Fig. 1: run 1, PDN straps and rails
The bar under the picture is 50 microns long. Pins as bars on the die edge.
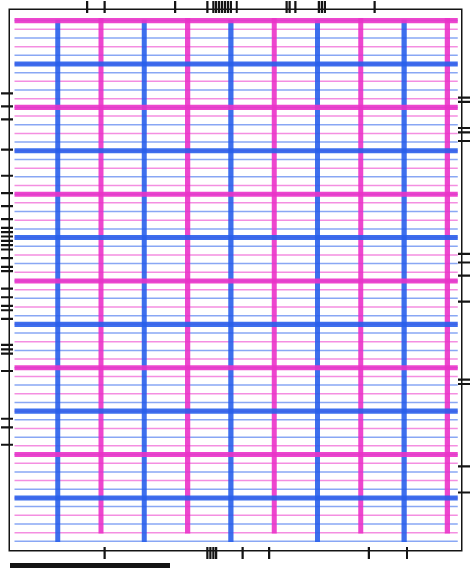
Fig. 2: run 1, placement by cell class
The bar under the picture is 50 microns long.
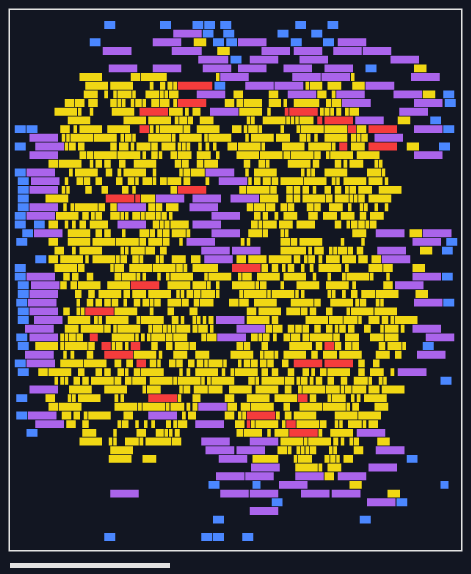
Fig. 3: run 1, clock network drawn from the DEF
The bar under the picture is 50 microns long.
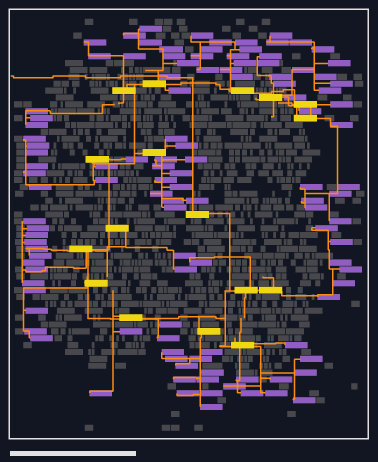
--- src/rtl/sprite_compositor_if.sv ---
// Pixel-stream bundle for sprite_compositor: background + sprite layers in,
// composited colour out, with sideband and layer-enable status.
interface sprite_compositor_if #(
    parameter int NUM_LAYERS = 2,
    parameter int SB_W       = 2
);
    logic                    in_valid;
    logic                    display;
    logic                    frame_start;
    logic [NUM_LAYERS-1:0]   layer_en_in;
    logic [11:0]             bg;
    logic [16*NUM_LAYERS-1:0] sprites;
    logic [SB_W-1:0]         sb_in;
    logic                    out_valid;
    logic [11:0]             y;
    logic [SB_W-1:0]         sb_out;
    logic [NUM_LAYERS-1:0]   layer_en_active;

    // Pixel source side (ROM readout / timing generator).
    modport master (
        output in_valid, display, frame_start, layer_en_in, bg, sprites, sb_in,
        input  out_valid, y, sb_out, layer_en_active
    );

    // Compositor side.
    modport slave (
        input  in_valid, display, frame_start, layer_en_in, bg, sprites, sb_in,
        output out_valid, y, sb_out, layer_en_active
    );
endinterface

--- src/rtl/sprite_compositor.sv ---
// Composites NUM_LAYERS RGBA4444 sprite layers over an RGB444 background.
// Stage 0 registers the beat, stages 1..NUM_LAYERS each apply one layer
// bottom-up, and an output register follows, for a latency of NUM_LAYERS+1.
module sprite_compositor #(
    parameter int                    NUM_LAYERS = 2,
    parameter int                    BLEND_MODE = 1,
    parameter int                    SB_W       = 2,
    parameter logic [NUM_LAYERS-1:0] RESET_EN   = '1
) (
    input  logic               clk,
    input  logic               rst_n,
    sprite_compositor_if.slave bus
);

    // One in-flight beat. Every beat carries its own mask so a mask change
    // at frame_start never affects beats already in the pipe.
    typedef struct packed {
        logic                     valid;
        logic                     display;
        logic [NUM_LAYERS-1:0]    mask;
        logic [11:0]              acc;
        logic [16*NUM_LAYERS-1:0] spr;
        logic [SB_W-1:0]          sb;
    } beat_t;

    beat_t                 stage_q [NUM_LAYERS+1];
    beat_t                 stage_d [NUM_LAYERS+1];
    logic [NUM_LAYERS-1:0] layer_en_active_q, layer_en_active_d;
    logic [NUM_LAYERS-1:0] mask_sel;
    logic                  out_valid_q, out_valid_d;
    logic [11:0]           y_q, y_d;
    logic [SB_W-1:0]       sb_out_q, sb_out_d;

    // One 4-bit channel of the 16-level blend; ap is the expanded alpha 0..16.
    function automatic logic [3:0] blend_ch(input logic [3:0] s,
                                            input logic [3:0] acc,
                                            input logic [4:0] ap);
        logic [8:0] sum;
        sum = 9'(s) * 9'(ap) + 9'(acc) * 9'(5'd16 - ap);
        return 4'(sum >> 4);
    endfunction

    // Lay one RGBA4444 sprite pixel over the accumulated colour.
    function automatic logic [11:0] apply_layer(input logic [11:0] acc,
                                                input logic [15:0] spr,
                                                input logic        en);
        logic [3:0]  a;
        logic [4:0]  ap;
        logic [11:0] res;
        a   = en ? spr[3:0] : 4'd0;
        // Stretch 0..15 to 0..16 so alpha 15 reproduces the sprite exactly.
        ap  = {1'b0, a} + {4'd0, a[3]};
        res = acc;
        if (BLEND_MODE == 0) begin
            if (a != 4'd0) res = spr[15:4];
        end else begin
            for (int c = 0; c < 3; c++)
                res[4*c +: 4] = blend_ch(spr[4 + 4*c +: 4], acc[4*c +: 4], ap);
        end
        return res;
    endfunction

    // Next-state for mask latch, input stage, blend stages and output.
    always_comb begin
        // NOTE: every always_comb target gets a default first so no path can
        // leave it unassigned and infer a latch.
        mask_sel          = (bus.frame_start & bus.in_valid) ? bus.layer_en_in
                                                             : layer_en_active_q;
        layer_en_active_d = mask_sel;

        stage_d[0].valid   = bus.in_valid;
        stage_d[0].display = bus.display;
        stage_d[0].mask    = mask_sel;
        stage_d[0].acc     = bus.bg;
        stage_d[0].spr     = bus.sprites;
        stage_d[0].sb      = bus.sb_in;

        // Stage j applies layer NUM_LAYERS-j, so layer 0 lands last (on top).
        for (int j = 1; j <= NUM_LAYERS; j++) begin
            stage_d[j]     = stage_q[j-1];
            stage_d[j].acc = apply_layer(stage_q[j-1].acc,
                                         stage_q[j-1].spr[16*(NUM_LAYERS-j) +: 16],
                                         stage_q[j-1].mask[NUM_LAYERS-j] &
                                         stage_q[j-1].display);
        end

        // Outputs hold their last value across bubbles.
        out_valid_d = stage_q[NUM_LAYERS].valid;
        y_d         = stage_q[NUM_LAYERS].valid ? stage_q[NUM_LAYERS].acc : y_q;
        sb_out_d    = stage_q[NUM_LAYERS].valid ? stage_q[NUM_LAYERS].sb  : sb_out_q;
    end

    // Pipeline, mask and output registers.
    always_ff @(posedge clk or negedge rst_n) begin
        if (!rst_n) begin
            // NOTE: the data fields are reset along with the valids; clearing
            // the valids alone would discard in-flight beats, the rest just
            // keeps reset state deterministic and is cheap at this depth.
            for (int i = 0; i <= NUM_LAYERS; i++) stage_q[i] <= '0;
            layer_en_active_q <= RESET_EN;
            out_valid_q       <= 1'b0;
            y_q               <= '0;
            sb_out_q          <= '0;
        end else begin
            // NOTE: non-blocking assignments so every stage samples the
            // previous stage's old value on the same edge.
            for (int i = 0; i <= NUM_LAYERS; i++) stage_q[i] <= stage_d[i];
            layer_en_active_q <= layer_en_active_d;
            out_valid_q       <= out_valid_d;
            y_q               <= y_d;
            sb_out_q          <= sb_out_d;
        end
    end

    assign bus.out_valid       = out_valid_q;
    assign bus.y               = y_q;
    assign bus.sb_out          = sb_out_q;
    assign bus.layer_en_active = layer_en_active_q;

endmodule

--- src/flat_wrapper.sv ---
// flat-port wrapper written by rule: the top's interface ports become plain ports
module sprite_compositor_flat 
#(
    parameter int                    NUM_LAYERS = 2,
    parameter int                    BLEND_MODE = 1,
    parameter int                    SB_W       = 2,
    parameter logic [NUM_LAYERS-1:0] RESET_EN   = '1
)
  (clk, rst_n, bus_in_valid, bus_display, bus_frame_start, bus_layer_en_in, bus_bg, bus_sprites, bus_sb_in, bus_out_valid, bus_y, bus_sb_out, bus_layer_en_active);
  sprite_compositor_if #(.NUM_LAYERS(NUM_LAYERS), .SB_W(SB_W)) bus_i ();
  input  logic clk;
  input  logic rst_n;
  input wire logic [$bits(bus_i.in_valid)-1:0] bus_in_valid;
  input wire logic [$bits(bus_i.display)-1:0] bus_display;
  input wire logic [$bits(bus_i.frame_start)-1:0] bus_frame_start;
  input wire logic [$bits(bus_i.layer_en_in)-1:0] bus_layer_en_in;
  input wire logic [$bits(bus_i.bg)-1:0] bus_bg;
  input wire logic [$bits(bus_i.sprites)-1:0] bus_sprites;
  input wire logic [$bits(bus_i.sb_in)-1:0] bus_sb_in;
  output wire logic [$bits(bus_i.out_valid)-1:0] bus_out_valid;
  output wire logic [$bits(bus_i.y)-1:0] bus_y;
  output wire logic [$bits(bus_i.sb_out)-1:0] bus_sb_out;
  output wire logic [$bits(bus_i.layer_en_active)-1:0] bus_layer_en_active;
  assign bus_i.in_valid = bus_in_valid;
  assign bus_i.display = bus_display;
  assign bus_i.frame_start = bus_frame_start;
  assign bus_i.layer_en_in = bus_layer_en_in;
  assign bus_i.bg = bus_bg;
  assign bus_i.sprites = bus_sprites;
  assign bus_i.sb_in = bus_sb_in;
  assign bus_out_valid = bus_i.out_valid;
  assign bus_y = bus_i.y;
  assign bus_sb_out = bus_i.sb_out;
  assign bus_layer_en_active = bus_i.layer_en_active;
  sprite_compositor #(.NUM_LAYERS(NUM_LAYERS), .BLEND_MODE(BLEND_MODE), .SB_W(SB_W), .RESET_EN(RESET_EN)) u_core (.clk(clk), .rst_n(rst_n), .bus(bus_i));
endmodule
--- config.mk ---
export PLATFORM = sky130hd
export DESIGN_NAME = sprite_compositor_flat
export DESIGN_NICKNAME = d
export VERILOG_FILES = /design/src/rtl/sprite_compositor_if.sv /design/src/rtl/sprite_compositor.sv /design/src/flat_wrapper.sv
export SDC_FILE = /design/constraint.sdc
export NUM_CORES = 1
export LEC_CHECK = 0
export ABC_AREA = 0
export CAP_MARGIN = 0
export CORE_ASPECT_RATIO = 1.2
export CORE_MARGIN = 1
export CORE_UTILIZATION = 45
export CTS_CLUSTER_SIZE = 8
export DETAILED_ROUTE_END_ITERATION = 10
export HOLD_SLACK_MARGIN = 0.02
export PLACE_DENSITY = 0.74
export SETUP_SLACK_MARGIN = 0.2
export SYNTH_ARGS = -nofsm -noshare
export SYNTH_HDL_FRONTEND = slang
export SYNTH_SLANG_ARGS = --single-unit
--- constraint.sdc ---
create_clock -name clk -period 8.83 [get_ports clk]
set_input_delay 0.883 -clock clk [delete_from_list [all_inputs] [get_ports clk]]
set_output_delay 0.883 -clock clk [all_outputs]
set_load 0.01 [all_outputs]
==> impl.org, run 1 <==
#+TITLE: Synthesis and PnR summary

** Pwr
- Power density of the placed cells :: 253 mW/mm^2
- Summed over all combinational cells, the power is approximately 0.0016 W.
- The script extracted a total leakage power of 5.79 nW.
- Switching Share :: 39.6%
- Sequential share of power :: 24.5%

** Final timing
- Max-slew violation total from the final report :: 0
- On the final layout, the worst hold slack is 0.343 ns.
- Setup repair after global routing left no endpoint under its margin.
- For reference, the final report shows the hold violation count at 0.
- Slew headroom :: 35.0%
- In this build the clock could be raised as far as 0.149 GHz.

** Final layout
- Per the layout area report, the register area comes to 0.00288 sq mm.

** Synth
- After synthesis, the share of flip-flops with an asynchronous set or reset is 100%.
- A synthesized cell averages 10.6 sq um.
- In the synthesized netlist, the number of instances is 986.
- In this run, synthesis inferred 0 flip-flops with an integrated enable.
- Number of storage elements in the synthesis netlist :: ~120
- Main area contributors after synthesis :: sky130_fd_sc_hd__fa_1 27%, sky130_fd_sc_hd__dfrtp_1 27%, sky130_fd_sc_hd__and2_1 9.4%
- Most common reg cell :: sky130_fd_sc_hd__dfrtp_1
- Top cells by instance count after synthesis :: 188 x sky130_fd_sc_hd__inv_1, 158 x sky130_fd_sc_hd__and2_1, 144 x sky130_fd_sc_hd__fa_1, 113 x sky130_fd_sc_hd__dfrtp_1, 78 x sky130_fd_sc_hd__ha_1

** Setup path
- In this design, the largest share of critical-path delay is due to adder cells.
- The slowest stage of the critical path is the sky130_fd_sc_hd__xor2_1 cell.
- Per STA, the library cell used most along the worst path is sky130_fd_sc_hd__fa_1.
- Crit-path cells :: and3_1, ha_1, ha_1, xor2_2, xor2_1, nand2_1, fa_1, fa_1, inv_1, fa_1, inv_1, fa_1, inv_1, ha_1, nand4_1, o31ai_2, a21oi_1, o21ai_0, xor2_1, xnor3_1
- The data arrival time reported for the critical path is 7.01 ns.
- STA lists the maximum fanout along the critical path as 16.

** Global route
- Total GRT Usage :: 18.1%
- Maximum number of pins on one net before global-route repair :: 65
- For met1 alone, demand over resource in global routing was between 20% and 30%.
- For met3 alone, demand over resource in global routing was roughly 3.3%.
- The number of global-route vias before repair came to 7,051.
- After global routing the overflow that remains totals 0.

** Clock network
- Clock tree from TritonCTS :: done
- No sink is reached through more buffers than the 2 on the longest clock path.
- Number of sinks driven by the clock tree :: 115
- Clock transition at the registers of the reported paths :: 0.06 ns
- Total clock buffers created by CTS :: 17
- CTS root buffer :: sky130_fd_sc_hd__clkbuf_16
- In this run, post-CTS repair resized a total of 0 instances.
- H-tree depth reported by CTS :: 4

** Min path
- Worst hold path cell count :: 0

** Route
- Average via count per standard cell :: 4.77
- In the per-layer breakdown of the detailed-route log, met1 shows ~7.9 mm.
- Uppermost signal routing layer after detailed routing :: met4

** Floorplan
- In the floorplan report the effective utilization is 46.3%.

** Run status
- The run finished with clean final reports.

** Job
- Across the run, the number of max-cap violations was 0.
## Picture notes: Fig. 1
net	color
VDD	magenta
VSS	blue
rows	60
met1 rails	61
met4 straps	10
height of the die: 169 microns
core area: 0.0227 sq mm
horizontal die dimension: 141 microns

## Picture notes: Fig. 2
class	color	cells
remaining buffers and delay cells	blue	70
sequential cells	purple	115
clock drivers and dummy loads	red	32
remaining logic cells	yellow	847
fraction of standard cell area that is sequential: 24.0%
summed area of non-filler cells in the final layout: 0.0120 sq mm
final core utilization: 53.0%
FP Rows: 60

## Picture notes: Fig. 3
[flip-flops] purple | count: 115
[clock wires] orange | length: 1,750 microns
[clock-net drivers] yellow | count: 17
flops lie	widely spread
total clock network power: 0.000652 W
Clk network pwr share: 21.4%
Max Clock Skew: 0.0117 ns

==> run 1: through the flow <==
step / cells / area [sq um] / setup slack, ns
after floorplan: 986 / 10500 / 2.99
after global placement: 1342 / 11500 / 2.37
after detailed placement: 1342 / 11500 / 2.23
after CTS: 1374 / 12000 / 2.15
after global routing: 1374 / 12000 / 1.79
final: 1374 / 12000 / 2.13
==> run 1: logic make-up (layout without fill, tap and decap cells) <==
logic type                 Yosys count  after routing  synth area share (%)
AOI/OAI and AO/OA                   32             32                  2.00
xor gates and xnor gates            78             78                  7.80
adders and majority gates          222            222                  36.8
buffers and inverters              214            292                  7.81
DFF                                115            115                  27.5
muxes                               16             16                  1.72
and+or+nand+nor                    309            309                  16.4
==> run 1: cell usage in the layout, fill, tap and decap left out, types with 4 or more instances in the layout <==
| master | instances |
|---|---|
| sky130_fd_sc_hd__fa_1 | 144 |
| sky130_fd_sc_hd__a21oi_1 | 13 |
| sky130_fd_sc_hd__inv_1 | 188 |
| sky130_fd_sc_hd__xnor2_2 | 6 |
| sky130_fd_sc_hd__o21a_1 | 5 |
| sky130_fd_sc_hd__xnor2_1 | 41 |
| sky130_fd_sc_hd__nor2_1 | 19 |
| sky130_fd_sc_hd__clkdlybuf4s50_1 | 68 |
| sky130_fd_sc_hd__xor2_1 | 24 |
| sky130_fd_sc_hd__ha_1 | 78 |
| sky130_fd_sc_hd__inv_6 | 4 |
| sky130_fd_sc_hd__mux2_2 | 16 |
| sky130_fd_sc_hd__nand3_1 | 4 |
| sky130_fd_sc_hd__xnor3_1 | 6 |
| sky130_fd_sc_hd__and3_1 | 13 |
| sky130_fd_sc_hd__nor2b_1 | 24 |
| sky130_fd_sc_hd__and2_1 | 158 |
| sky130_fd_sc_hd__nand2_1 | 72 |
| sky130_fd_sc_hd__dfrtp_1 | 113 |
| sky130_fd_sc_hd__clkbuf_16 | 17 |
==> run 1: worst min-delay path by stage <==
stage / start / slack (ns) / end
floorplan: u_core.stage_d[49]$_DFF_PN0_ / 0.33 / u_core.out_valid_d$_DFF_PN0_
global placement: u_core.stage_d[54]$_DFF_PN0_ / 0.33 / u_core.stage_d[4]$_DFF_PN0_
detailed placement: u_core.stage_d[66]$_DFF_PN0_ / 0.34 / u_core.stage_d[16]$_DFF_PN0_
CTS: u_core.stage_d[59]$_DFF_PN0_ / 0.35 / u_core.stage_d[9]$_DFF_PN0_
global route: u_core.stage_d[64]$_DFF_PN0_ / 0.35 / u_core.stage_d[14]$_DFF_PN0_
finish: u_core.stage_d[64]$_DFF_PN0_ / 0.34 / u_core.stage_d[14]$_DFF_PN0_
==> run 1: cell type report <==
type                       instances  share of cell area [%]
clock inverter                    13                    1.03
tap                              310                    3.23
inverter                         190                    5.93
sequential                       115                    24.0
timing repair buffer              70                    5.79
clock buffer                      19                    3.60
multi-input combinational        657                    56.5
==> run 1: sequential cells by signal (all words and copies together), names as in the netlist <==
register,flops
u_core.out_valid_d,1
u_core.bus.y,12
u_core.bus.out_valid,1
u_core.bus.layer_en_active,2
u_core.stage_d,59
u_core.stage_q,38
u_core.bus.sb_out,2
==> run 1 -> run 2 <==
--- a/config.mk
+++ b/config.mk
@@ -13,7 +13,7 @@
 export CTS_CLUSTER_SIZE = 8
 export DETAILED_ROUTE_END_ITERATION = 10
 export HOLD_SLACK_MARGIN = 0.02
-export PLACE_DENSITY = 0.74
+export PLACE_DENSITY = 0.76
 export SETUP_SLACK_MARGIN = 0.2
 export SYNTH_ARGS = -nofsm -noshare
 export SYNTH_HDL_FRONTEND = slang
==> constraint.sdc (replaced) <==
create_clock -name clk -period 5.5 [get_ports clk]
set_input_delay 0.55 -clock clk [delete_from_list [all_inputs] [get_ports clk]]
set_output_delay 0.55 -clock clk [all_outputs]
set_load 0.01 [all_outputs]
==> run 2 against run 1 <==
Compared with the run above:
- clock skew rose by 0.0057 ns
- total power rose by 75%
- first-iteration DRC count fell by 3.2%
- sequential power rose by 58%
- die area did not move
- wire length rose by 11%
- critical endpoint is now u_core.stage_q[91]$_DFF_PN0_
- sequential cell count did not move
- synthesized area did not move
- clock power rose by 69%
- synthesized cell count did not move
- via count rose by 4.7%
==> impl.org, run 2 <==
#+TITLE: Synthesis and PnR summary

** Final timing
- Max Clock Freq :: 0.189 GHz (+26%)
- The worst clock skew was 0.0174 ns (+0.00571 ns).
- The final tally of hold violations was 0 (unchanged).
- Max-slew violation total from the final report :: 0 (unchanged)
- The relative max-transition margin came to 42.0% (+7.0 points).
- Unrepaired setup endpoints after global routing :: true

** Run status
- Result of the run :: finished, final reports clean

** Placement
- Placement Setup Slack :: -0.0984 ns (-2.33 ns)

** Synth
- The synthesized area per cell came to 10.6 sq um (unchanged).
- Number of synthesized flops with an enable pin :: 0 (unchanged)
- The async set-reset flop share out of synthesis was 100% (unchanged).
- The count of state elements after synthesis is 115 (unchanged).
- Most common reg cell :: sky130_fd_sc_hd__dfrtp_1
- Cells after Synth :: 986 (unchanged)
- Yosys attributes the largest share of cell area to sky130_fd_sc_hd__fa_1 27%, sky130_fd_sc_hd__dfrtp_1 27%, sky130_fd_sc_hd__and2_1 9.4%.

** Global route
- The number of global-route vias before repair was 7,738 (+9.7%).
- GR met1 Demand/Resource :: 22.5% (+0.78 points)
- The global-route track usage on met3 came to 3.84% (+0.51 points).
- The largest net degree at the start of global routing was 72 (+11%).
- The remaining global-route overflow was 0 (unchanged).

** Clock network
- Buffer depth of the longest clock path :: 2 (unchanged)
- The clock-pin slew reported for the worst setup and hold paths after clock tree synthesis came to 0.06 ns (about the same).
- The total CTS buffers came to 17 (unchanged).
- CTS root buffer :: sky130_fd_sc_hd__clkbuf_16
- H-tree depth reported by CTS :: 4 (unchanged)
- Clock tree from TritonCTS :: done
- The clock net sink count came to 115 (unchanged).

** Setup path
- Standard cell with the maximum stage delay on the critical path :: sky130_fd_sc_hd__fa_1
- The arrival time of data at the critical path endpoint is 5.61 ns (-1.40 ns).
- Highest net fanout along the worst path :: 4 (-12)
- Crit-path cells :: and3_4, ha_4, ha_4, inv_2, ha_4, nor2b_1, o21ai_1, o21ai_2, buf_6, buf_4, and2_1, fa_1, fa_2, fa_1, inv_1, fa_1, inv_1, ha_1, nand2_1, o21ai_1, xnor3_1, xnor2_1

** Floorplan
- The number of rows created at floorplan is 60 (unchanged).
- The width of the die came to 141 microns (unchanged).
- Height of the die :: 169 microns (unchanged)
- The floorplan utilization came to 46.3% (unchanged).
- The area of the core was 0.0227 sq mm (unchanged).

** Final layout
- By instance count after routing, the leading logic cell type is sky130_fd_sc_hd__inv_1.
- Seq. cell area :: 0.00288 sq mm (unchanged)
- The number of flip-flops in the largest register was 59 (unchanged).
- By instance count after routing, the leading logic cell types are 180 x sky130_fd_sc_hd__inv_1, 152 x sky130_fd_sc_hd__and2_1, 140 x sky130_fd_sc_hd__fa_1.
[run 2: netlist changes by cell type in the layout (fill, tap and decap cells not counted), sizes merged]
cell and change:
clkbuf -1, buf +74, clkinv -2, inv +3
[run 2: layer usage]
metal | part of all wire [%] | up-vias
met5 | 0 | -
met4 | 3.7 | 0
met3 | 3.8 | 51
met2 | 54 | 152
met1 | 39 | 3441
li1 | - | 3220
[run 2: layout make-up]
class / instances / area share, %
clock inverter: 14 / 1.09
timing repair buffer: 144 / 9.67
clock buffer: 18 / 3.36
sequential: 115 / 22.0
multi-input combinational: 657 / 55.5
tap: 310 / 2.96
inverter: 190 / 5.45
[run 2: worst max-delay path: cells and delay by family, from the launching register on]
| family | cells | cell delay, ns |
|---|---|---|
| compound gates | 3 | 0.39 |
| xor+xnor | 2 | 0.38 |
| fa+ha+maj | 8 | 2.98 |
| buf+inv | 5 | 0.46 |
| flops | 1 | 0.41 |
| simple gates | 4 | 0.58 |
[run 2: cells by family after synthesis]
group                      after synthesis  share of synthesized area (%)
adders and majority gates              222                           36.8
DFF                                    115                           27.5
AOI/OAI and AO/OA                       32                           2.00
muxes                                   16                           1.72
buffers and inverters                  214                           7.81
xor gates and xnor gates                78                           7.80
and+or+nand+nor                        309                           16.4
[run 2: path summary, 6_finish.rpt]
path | to | depth (start not counted)
max in group asynchronous | u_core.stage_d[8]$_DFF_PN0_ | 2
max reg2reg | u_core.stage_q[91]$_DFF_PN0_ | 22
max | u_core.stage_q[91]$_DFF_PN0_ | 22
min in group clk | u_core.stage_d[9]$_DFF_PN0_ | 0
min | u_core.stage_q[39]$_DFF_PN0_ | 1
min reg2reg | u_core.stage_d[9]$_DFF_PN0_ | 0
[run 2: repair_timing]
action,CTS,global route
buffers inserted,29,13
gates cloned,0,1
resized,25,47
endpoints found under the hold margin,0,0
pin swaps,28,65
setup endpoints to repair,9,11
[run 2: stage by stage]
stage          cells  power (W)  TNS (ns)  hold slack, ns
2_1_floorplan    986    0.00323         0           0.254
3_3_place_gp    1373    0.00382         0           0.331
3_5_place_dp    1373    0.00394    -0.183           0.335
4_1_cts         1434    0.00515         0           0.252
5_1_grt         1448    0.00588         0           0.305
6_report        1448    0.00533         0           0.216
[run 2: where the power goes]
group / switching, W / internal, W / leakage (nW) / total, W
sequential: 0.000144 / 0.00104 / 1.35 / 0.00118
combinational: 0.00154 / 0.00151 / 4.57 / 0.00305
clock: 0.000454 / 0.000645 / 0.277 / 0.00110
total: 0.00214 / 0.00319 / 6.20 / 0.00533
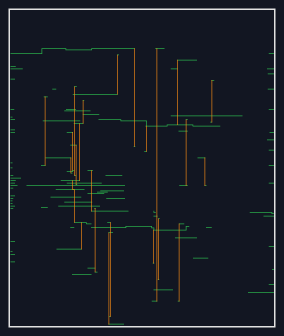
Fig. 4. Wiring by layer (run 2).
Only two layers are drawn.
layer	color	wire length
M3	green	810 microns
M4	orange	791 microns
average wire length per cell after detail routing: 14.8 microns
total wire length after detailed routing: 21.4 mm
Total GRT Usage: 19.9%
DR vias: 6,864

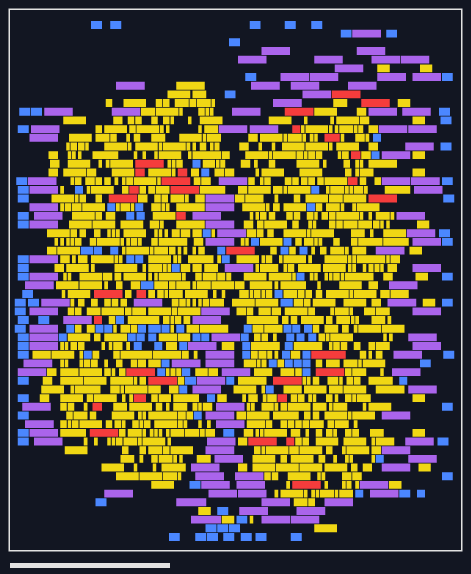
Fig. 5. Placement by cell class (run 2).
The bar under the picture is 50 microns long.
class	color	cells
clock drivers and dummy loads	red	32
remaining logic cells	yellow	847
remaining buffers and delay cells	blue	144
sequential cells	purple	115
summed area of non-filler cells in the final layout: 0.0131 sq mm
final core utilization: 57.7%
fraction of standard cell area that is sequential: 22.0%

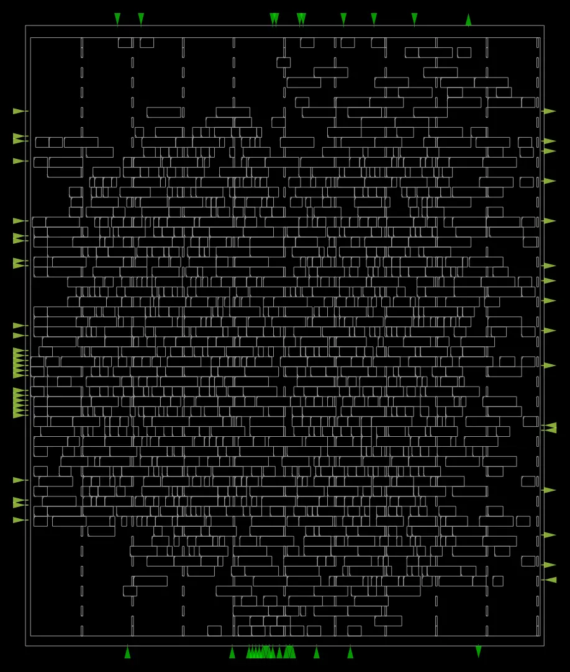
Fig. 6. Placement view (run 2).
tap cells: 310
Non-Filler Instances: 1,448
filler instances: 1,876
final sequential cell count: 115

Power is estimated from default activity; no workload was simulated.
